--- src/rtl/alu_exec_stage.sv ---
// -----------------------------------------------------------------------------
// alu_exec_stage
//
// Execute stage that sits between the register-file read ports and the
// register-file write port. On an issue strobe in IDLE it captures the opcode,
// destination and operands (B or the immediate). It computes an 8-bit result
// and presents it to the register file for exactly one cycle in WB.
//
// Optional feature macro: ALU_MUL_EN
//   defined   : op 8 is an unsigned shift-add multiply (low byte of A*B),
//               one multiplier bit per cycle for MUL_CYCLES cycles.
//   undefined : no multiply datapath, counter or MUL state exists; op 8 is
//               treated as a NOP (two-cycle latency, no write, flags kept).
//
// Ports
//   clk       in   1  system clock, all state changes on the rising edge
//   rst       in   1  synchronous active-high reset
//   start     in   1  issue strobe, only looked at in IDLE
//   op        in   4  opcode, captured with start
//   dst_addr  in   3  destination register, captured with start
//   a_data    in   8  operand A (register-file port A)
//   b_data    in   8  operand B (register-file port B)
//   imm       in   8  immediate operand
//   use_imm   in   1  1: operand B is imm, 0: operand B is b_data
//   busy      out  1  high in every state except IDLE
//   done      out  1  one-cycle pulse in WB
//   RW        out  1  register-file write enable, WB only, writing ops only
//   d_addr    out  3  register-file write address (holds outside WB)
//   wb_data   out  8  register-file write data (holds outside WB)
//   flags     out  4  status {Z, N, C, V}
// -----------------------------------------------------------------------------
module alu_exec_stage #(
  parameter int MUL_CYCLES = 8
) (
  input  logic       clk,
  input  logic       rst,
  input  logic       start,
  input  logic [3:0] op,
  input  logic [2:0] dst_addr,
  input  logic [7:0] a_data,
  input  logic [7:0] b_data,
  input  logic [7:0] imm,
  input  logic       use_imm,
  output logic       busy,
  output logic       done,
  output logic       RW,
  output logic [2:0] d_addr,
  output logic [7:0] wb_data,
  output logic [3:0] flags
);

  localparam logic [3:0] OP_ADD = 4'd0;
  localparam logic [3:0] OP_SUB = 4'd1;
  localparam logic [3:0] OP_AND = 4'd2;
  localparam logic [3:0] OP_OR  = 4'd3;
  localparam logic [3:0] OP_XOR = 4'd4;
  localparam logic [3:0] OP_NOT = 4'd5;
  localparam logic [3:0] OP_SHL = 4'd6;
  localparam logic [3:0] OP_SHR = 4'd7;
  localparam logic [3:0] OP_MUL = 4'd8;
  localparam logic [3:0] OP_MOV = 4'd9;

  typedef enum logic [1:0] {
    S_IDLE = 2'd0,
    S_EXEC = 2'd1,
    S_WB   = 2'd2
`ifdef ALU_MUL_EN
    ,
    S_MUL  = 2'd3
`endif
  } state_t;

  state_t     state;
  state_t     state_nxt;

  logic [3:0] op_q;
  logic [2:0] dst_q;
  logic [7:0] a_q;
  logic [7:0] b_q;
  logic [7:0] b_mux;
  logic       issue;
  logic       op_writes;

  logic [8:0] sum9;
  logic [8:0] diff9;
  logic [7:0] alu_res;
  logic       alu_c;
  logic       alu_v;

  assign b_mux = use_imm ? imm : b_data;
  assign issue = (state == S_IDLE) && start;

  // ---------------------------------------------------------------------------
  // State register
  // ---------------------------------------------------------------------------
  // NOTE: sequential state is always assigned with <= so every flop samples
  // the pre-edge value of its inputs, independent of block ordering.
  always_ff @(posedge clk) begin
    if (rst) state <= S_IDLE;
    else     state <= state_nxt;
  end

`ifdef ALU_MUL_EN
  // ---------------------------------------------------------------------------
  // Shift-add multiplier: one multiplier bit per MUL cycle. The multiplicand
  // shifts left while the multiplier shifts right, so bit 0 always selects.
  // ---------------------------------------------------------------------------
  localparam int CNT_W = (MUL_CYCLES > 1) ? $clog2(MUL_CYCLES) : 1;
  localparam logic [CNT_W-1:0] CNT_LAST = CNT_W'(MUL_CYCLES - 1);

  logic [15:0]      mul_acc;
  logic [15:0]      mul_mcand;
  logic [7:0]       mul_mplier;
  logic [CNT_W-1:0] mul_cnt;

  // NOTE: datapath registers carry no reset; they are fully reloaded on every
  // issue and are never observed before that, so a reset would only add
  // routing on wide buses. Only control state and visible outputs reset.
  always_ff @(posedge clk) begin
    if (issue) begin
      mul_acc    <= '0;
      mul_mcand  <= {8'h00, a_data};
      mul_mplier <= b_mux;
      mul_cnt    <= '0;
    end else if (state == S_MUL) begin
      if (mul_mplier[0]) mul_acc <= mul_acc + mul_mcand;
      mul_mcand  <= mul_mcand << 1;
      mul_mplier <= mul_mplier >> 1;
      mul_cnt    <= mul_cnt + 1'b1;
    end
  end
`else
  // The parameter only sizes the multiplier; keep it referenced so both
  // builds present the same parameter list.
  logic unused_mul_cfg;
  assign unused_mul_cfg = (MUL_CYCLES == 8);
`endif

  // ---------------------------------------------------------------------------
  // Next-state and control outputs
  // ---------------------------------------------------------------------------
  // NOTE: every variable written in an always_comb gets a default at the top,
  // so no path through the case statement can leave it unassigned (latch).
  always_comb begin
    state_nxt = state;
    busy      = (state != S_IDLE);
    done      = (state == S_WB);
    RW        = (state == S_WB) && op_writes;
    case (state)
      S_IDLE: begin
        if (start) begin
`ifdef ALU_MUL_EN
          state_nxt = (op == OP_MUL) ? S_MUL : S_EXEC;
`else
          state_nxt = S_EXEC;
`endif
        end
      end
      S_EXEC: state_nxt = S_WB;
`ifdef ALU_MUL_EN
      // After the last iteration the product is folded into the result
      // registers by one EXEC cycle, exactly like the single-cycle ops.
      S_MUL: if (mul_cnt == CNT_LAST) state_nxt = S_EXEC;
`endif
      // Start is not sampled here: an issue during WB is dropped.
      S_WB:   state_nxt = S_IDLE;
      default: state_nxt = S_IDLE;
    endcase
  end

  // ---------------------------------------------------------------------------
  // Operand capture (operands are don't-care after the issue cycle)
  // ---------------------------------------------------------------------------
  always_ff @(posedge clk) begin
    if (issue) begin
      op_q  <= op;
      dst_q <= dst_addr;
      a_q   <= a_data;
      b_q   <= b_mux;
    end
  end

`ifdef ALU_MUL_EN
  assign op_writes = (op_q <= OP_MOV);
`else
  assign op_writes = (op_q <= OP_MOV) && (op_q != OP_MUL);
`endif

  // ---------------------------------------------------------------------------
  // ALU
  // ---------------------------------------------------------------------------
  assign sum9  = {1'b0, a_q} + {1'b0, b_q};
  // Bit 8 of the 9-bit difference is the unsigned borrow (A < B).
  assign diff9 = {1'b0, a_q} - {1'b0, b_q};

  always_comb begin
    alu_res = '0;
    alu_c   = 1'b0;
    alu_v   = 1'b0;
    case (op_q)
      OP_ADD: begin
        alu_res = sum9[7:0];
        alu_c   = sum9[8];
        // Overflow: operands share a sign that the result does not.
        alu_v   = (a_q[7] == b_q[7]) && (sum9[7] != a_q[7]);
      end
      OP_SUB: begin
        alu_res = diff9[7:0];
        alu_c   = diff9[8];
        // Overflow: operand signs differ and the result left A's sign.
        alu_v   = (a_q[7] != b_q[7]) && (diff9[7] != a_q[7]);
      end
      OP_AND: alu_res = a_q & b_q;
      OP_OR:  alu_res = a_q | b_q;
      OP_XOR: alu_res = a_q ^ b_q;
      OP_NOT: alu_res = ~a_q;
      OP_SHL: begin
        alu_res = {a_q[6:0], 1'b0};
        alu_c   = a_q[7];
      end
      OP_SHR: begin
        alu_res = {1'b0, a_q[7:1]};
        alu_c   = a_q[0];
      end
`ifdef ALU_MUL_EN
      OP_MUL: begin
        alu_res = mul_acc[7:0];
        alu_c   = |mul_acc[15:8];
      end
`endif
      OP_MOV: alu_res = b_q;
      default: ;
    endcase
  end

  // ---------------------------------------------------------------------------
  // Write-back registers: loaded on the EXEC->WB edge so they are valid for
  // the whole WB cycle, then held. NOPs keep wb_data and flags.
  // ---------------------------------------------------------------------------
  always_ff @(posedge clk) begin
    if (rst) begin
      d_addr  <= '0;
      wb_data <= '0;
      flags   <= '0;
    end else if (state == S_EXEC) begin
      d_addr <= dst_q;
      if (op_writes) begin
        wb_data <= alu_res;
        flags   <= {(alu_res == 8'h00), alu_res[7], alu_c, alu_v};
      end
    end
  end

endmodule

--- config.mk ---
export PLATFORM = sky130hd
export DESIGN_NAME = alu_exec_stage
export DESIGN_NICKNAME = d
export VERILOG_FILES = /design/src/rtl/alu_exec_stage.sv
export SDC_FILE = /design/constraint.sdc
export NUM_CORES = 1
export LEC_CHECK = 0
export CAP_MARGIN = 20
export CORE_ASPECT_RATIO = 0.6
export CORE_MARGIN = 10
export CORE_UTILIZATION = 57
export CTS_CLUSTER_DIAMETER = 30
export DETAILED_ROUTE_END_ITERATION = 10
export GPL_TIMING_DRIVEN = 0
export PLACE_DENSITY = 0.94
export REMOVE_ABC_BUFFERS = 1
export SLEW_MARGIN = 20
export SYNTH_ARGS = -nofsm -noshare
export SYNTH_HDL_FRONTEND = slang
export SYNTH_SLANG_ARGS = --single-unit
--- constraint.sdc ---
create_clock -name clk -period 6 [get_ports clk]
set_clock_uncertainty 0.05 [all_clocks]
set_input_delay 0.9 -clock clk [delete_from_list [all_inputs] [get_ports clk]]
set_output_delay 0.9 -clock clk [all_outputs]
set_load 0.03 [all_outputs]
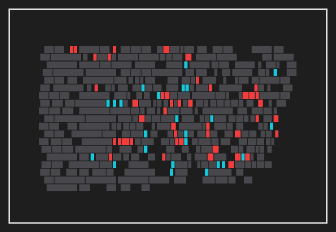
*Logic cells by family, run 1*
- inv cells: cyan (cells 24)
- nand cells: red (cells 44)
proportion of cell area occupied by multi-input gates: 48.5%
most frequent standard cell in the layout excluding fill and tap cells: sky130_fd_sc_hd__clkdlybuf4s50_1
final non-filler cell total: 419

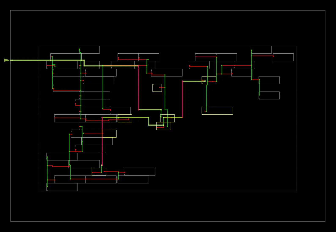
*Clock routing, run 1*
Power Clock: 0.234 mW
Inserted Clock Buffers: 5
layout clock buffer count: 6
FF+latch count: 39
Num Clock Sinks: 39

==> flow_metrics.rpt, run 1 <==
IMPLEMENTATION SUMMARY REPORT
----------------------------------------------------
[Outcome]
  Run status ........................ finished, final reports clean

[Logic synthesis]
  Synth logic family ........................ AND-OR/OR-AND gates
  Post-synth top area share ........................ 23.9%
  Mean area per synthesized cell ........................ 9.31 sq um
  Number of flops mapped to enable cells by yosys ........................ 23
  Main flop type after synthesis ........................ sky130_fd_sc_hd__edfxtp_1
  Most instantiated cells after synthesis ........................ sky130_fd_sc_hd__nor2_1, sky130_fd_sc_hd__nand2_1, sky130_fd_sc_hd__ha_1, sky130_fd_sc_hd__inv_1, sky130_fd_sc_hd__edfxtp_1
  Async SR Flop Fraction ........................ 0%
  Cell count listed in synth_stat.txt ........................ 311
  Cell area after technology mapping ........................ 2900 sq um
  Register share after synthesis ........................ 34.9%
  Yosys top cell by area ........................ sky130_fd_sc_hd__edfxtp_1

[Floorplanning]
  Chip Footprint ........................ 8420 sq um
  Core Rows ........................ 19
  Initial cell density of the core ........................ 61.2%
  Top-level port count ........................ 53

[Route]
  Highest metal layer used by the detailed router ........................ met4
  Initial DRC count ........................ 247
  Routed len/inst ........................ 18.9 um

[Power and ir drop]
  Logic power comb ........................ 0.201 mW
  Internal power contribution ........................ 0.532 mW
  Power group with the largest share ........................ registers

[Placement]
  Count of buffers from port buffering ........................ 52

[STA]
  Peak Freq ........................ 270 MHz
  Final total negative setup slack ........................ 0 ps
  Number of max-slew violations in the final report ........................ 0
  Tcrit/Tclk final ........................ 61.6%

[Clocking]
  Root buffer cell ........................ sky130_fd_sc_hd__clkbuf_8

[Hold path]
  Worst Hold Endpoint ........................ d_addr[1]
  Startpoint of the most critical hold path ........................ d_addr[1]

[Setup path]
  Ordered cell list for the critical path ........................ or3b_4 -> a21boi_0 -> clkdlybuf4s50_1
  Crit end category ........................ primary output
  Cell at the slowest stage of the critical path ........................ sky130_fd_sc_hd__edfxtp_1

[GRT]
  First-pass GRT wire length ........................ 12.7 mm

[Run]
  Count of maximum capacitance violations ........................ 0

[Cells and area]
  Commonest non-fill, non-tap cells in the layout ........................ sky130_fd_sc_hd__clkdlybuf4s50_1, sky130_fd_sc_hd__nor2_1, sky130_fd_sc_hd__nand2_1, sky130_fd_sc_hd__inv_1, sky130_fd_sc_hd__ha_1
  Final cell area excluding filler cells ........................ 3560 sq um
  Post-layout net count ........................ 416
  Tally of filler cells in the layout ........................ 317

----------------------------------------------------
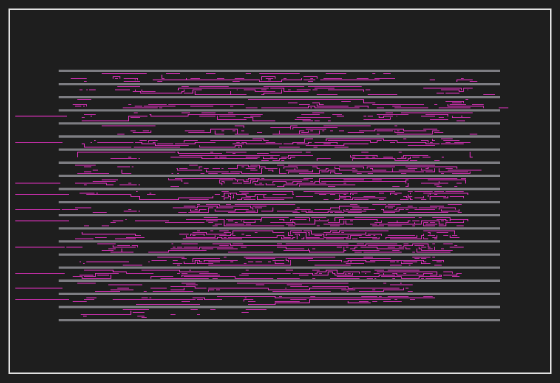
*Signal wires on met1, run 1*
Supply wires on this layer in grey.
- longest straight run: 33.1 um
- main direction: horizontal
met1 track demand over resource: 23.5%
count of vias placed by the detailed router: 2634

==> run 1: state kept, by name (all words and copies together) (netlist names) <==
signal / flops
flags: 4
wb_data: 7
state: 2
op_q: 4
dst_q: 3
d_addr: 3
b_q: 8
a_q: 8
==> run 1: cell type report <==
class / instances / area share (%)
Clock buffer: 6 / 2.32
Inverter: 24 / 2.53
Tap cell: 63 / 2.22
Timing Repair Buffer: 53 / 14.9
Sequential cell: 39 / 28.4
Multi-Input combinational cell: 232 / 48.5
Clock inverter: 2 / 1.09
==> run 1: metrics by stage <==
stage | std cells | power, mW | setup WS (ps)
CTS | 419 | 0.760 | 2350
detailed placement | 411 | 0.528 | 2530
global route | 419 | 0.793 | 2240
floorplan | 295 | 0.452 | 3020
global placement | 410 | 0.517 | 2550
finish | 419 | 0.762 | 2300
### Sequential cells coloured by netlist name, run 1

Other sequential cells in the stronger grey, the rest of the logic in the fainter grey.
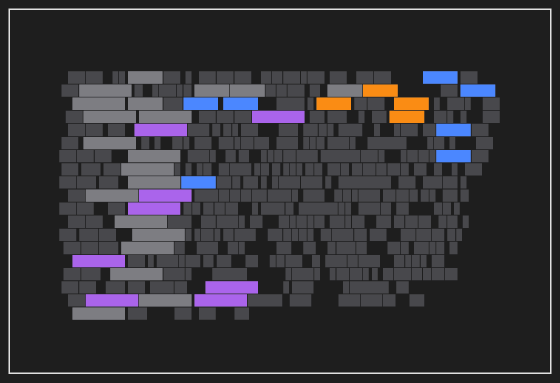

==> run 2: changes to the inputs <==
--- a/config.mk
+++ b/config.mk
@@ -8,11 +8,11 @@
 export CAP_MARGIN = 20
 export CORE_ASPECT_RATIO = 0.6
 export CORE_MARGIN = 10
-export CORE_UTILIZATION = 57
+export CORE_UTILIZATION = 48
 export CTS_CLUSTER_DIAMETER = 30
 export DETAILED_ROUTE_END_ITERATION = 10
 export GPL_TIMING_DRIVEN = 0
-export PLACE_DENSITY = 0.94
+export PLACE_DENSITY = 0.85
 export REMOVE_ABC_BUFFERS = 1
 export SLEW_MARGIN = 20
 export SYNTH_ARGS = -nofsm -noshare
==> constraint.sdc (replaced) <==
create_clock -name clk -period 3.2 [get_ports clk]
set_clock_uncertainty 0.05 [all_clocks]
set_input_delay 0.48 -clock clk [delete_from_list [all_inputs] [get_ports clk]]
set_output_delay 0.48 -clock clk [all_outputs]
set_load 0.03 [all_outputs]
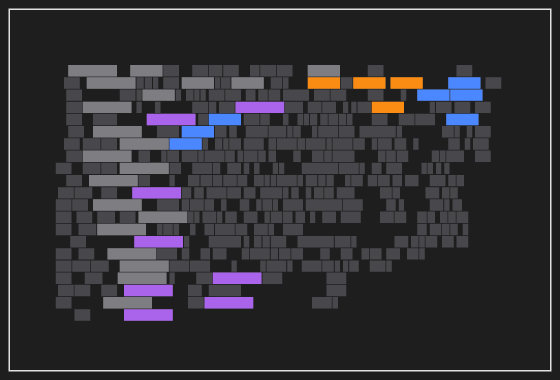
*Sequential cells coloured by netlist name, run 2*
Other sequential cells in the stronger grey, the rest of the logic in the fainter grey.
- `a_q`: purple (placed flops 8)
- `flags`: orange (placed flops 4)
- `wb_data`: blue (placed flops 7)
- not coloured: 20
Post-Route Utilization: 63.2%
power in sequential cells: 0.601 mW
FF+latch area: 1010 sq um
share of cell area taken by flip-flops and latches: 28.0%

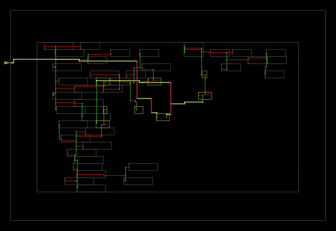
*Clock routing, run 2*
Power Clock: 0.330 mW
Skew-Pair Late Insertion Delay: 290 ps

==> flow_metrics.rpt, run 2 <==
IMPLEMENTATION SUMMARY REPORT
----------------------------------------------------
[Outcome]
  Run status ........................ finished, final reports clean

[Power and ir drop]
  Logic power comb ........................ 0.394 mW
  Internal power contribution ........................ 0.899 mW
  Clk network pwr share ........................ 24.9%
  Power group with the largest share ........................ registers

[Placement]
  Number of placed instances with taps included ........................ 428
  Dpl hpwl ........................ 6.20 mm
  Count of buffers from port buffering ........................ 52

[Cells and area]
  FF+latch count ........................ 39
  Top flop regs ........................ a_q: 8 flops, b_q: 8 flops, wb_data: 7 flops
  Dominant kind of cell ........................ combinational gates
  Clock buf/inv share ........................ 2.39%
  Most frequent standard cell in the layout excluding fill and tap cells ........................ sky130_fd_sc_hd__clkdlybuf4s50_1
  Final cell area excluding filler cells ........................ 3600 sq um
  Inverters, non-clock ........................ 24
  Number of logic gates ........................ 232
  Proportion of cell area occupied by multi-input gates ........................ 48.2%
  Non-clk bufs ........................ 59
  Final non-filler cell total ........................ 442
  Non-clock buffers, area share ........................ 16.1%
  Commonest non-fill, non-tap cells in the layout ........................ sky130_fd_sc_hd__clkdlybuf4s50_1, sky130_fd_sc_hd__nor2_1, sky130_fd_sc_hd__nand2_1, sky130_fd_sc_hd__inv_1, sky130_fd_sc_hd__ha_1
  Tally of filler cells in the layout ........................ 485

[Floorplanning]
  Vertical die dimension ........................ 80.2 um
  Chip Footprint ........................ 9640 sq um
  Placeable Area ........................ 5700 sq um
  Top-level port count ........................ 53
  Well-Tap Cells ........................ 80
  Initial cell density of the core ........................ 50.8%

[Route]
  Initial DRC count ........................ 320
  Count of vias placed by the detailed router ........................ 2630
  Routed len/inst ........................ 18.2 um

[Logic synthesis]
  Cell area after technology mapping ........................ 2900 sq um
  Most instantiated cells after synthesis ........................ sky130_fd_sc_hd__nor2_1, sky130_fd_sc_hd__nand2_1, sky130_fd_sc_hd__ha_1, sky130_fd_sc_hd__inv_1, sky130_fd_sc_hd__edfxtp_1
  Mean area per synthesized cell ........................ 9.31 sq um
  Most frequent cell after synthesis ........................ sky130_fd_sc_hd__nor2_1
  Register share after synthesis ........................ 34.9%
  Synth logic family ........................ AND-OR/OR-AND gates
  Async SR Flop Fraction ........................ 0%
  Yosys top cell by area ........................ sky130_fd_sc_hd__edfxtp_1
  Number of flops mapped to enable cells by yosys ........................ 23
  Cell count listed in synth_stat.txt ........................ 311

[Clocking]
  Root buffer cell ........................ sky130_fd_sc_hd__clkbuf_8
  Quantity of gates resized following cts ........................ 0
  Inserted Clock Buffers ........................ 5

[STA]
  Final total negative setup slack ........................ 0 ps
  Peak Freq ........................ 324 MHz
  Tcrit/Tclk final ........................ 96.3%
  Number of max-slew violations in the final report ........................ 0
  Setup ws final ........................ 118 ps
  Final worst hold slack ........................ 406 ps

[GRT]
  Antenna violations before repair ........................ 0
  Vias in the first global route ........................ 2526

[Setup path]
  Crit end category ........................ register

[Run]
  Number of warnings the tools reported ........................ 41
  Count of maximum capacitance violations ........................ 0

[Hold path]
  Worst Hold Endpoint ........................ d_addr[2]

----------------------------------------------------
## run 2: cell counts after synthesis
Identical to the previous run, type by type.
## run 2: routing by layer
metal,global-route usage (%),share of wire (%),routed length [um]
met1,22.0,44,3580
met3,6.91,13,1010
met2,24.3,42,3380
met5,0,0,0
met4,3.72,1.1,88
## run 2: critical path, cell delays in order (launching register included)
cell and delay (ps):
sky130_fd_sc_hd__edfxtp_1 500, sky130_fd_sc_hd__ha_1 310, sky130_fd_sc_hd__fa_1 460, sky130_fd_sc_hd__nor2b_1 180, sky130_fd_sc_hd__xnor2_1 130, sky130_fd_sc_hd__o22ai_1 130
sky130_fd_sc_hd__or3_1 310, sky130_fd_sc_hd__or4_1 550, sky130_fd_sc_hd__nor4_2 260, sky130_fd_sc_hd__a22o_1 150
Power figures rest on the tool's default switching activity, not on a simulated workload.
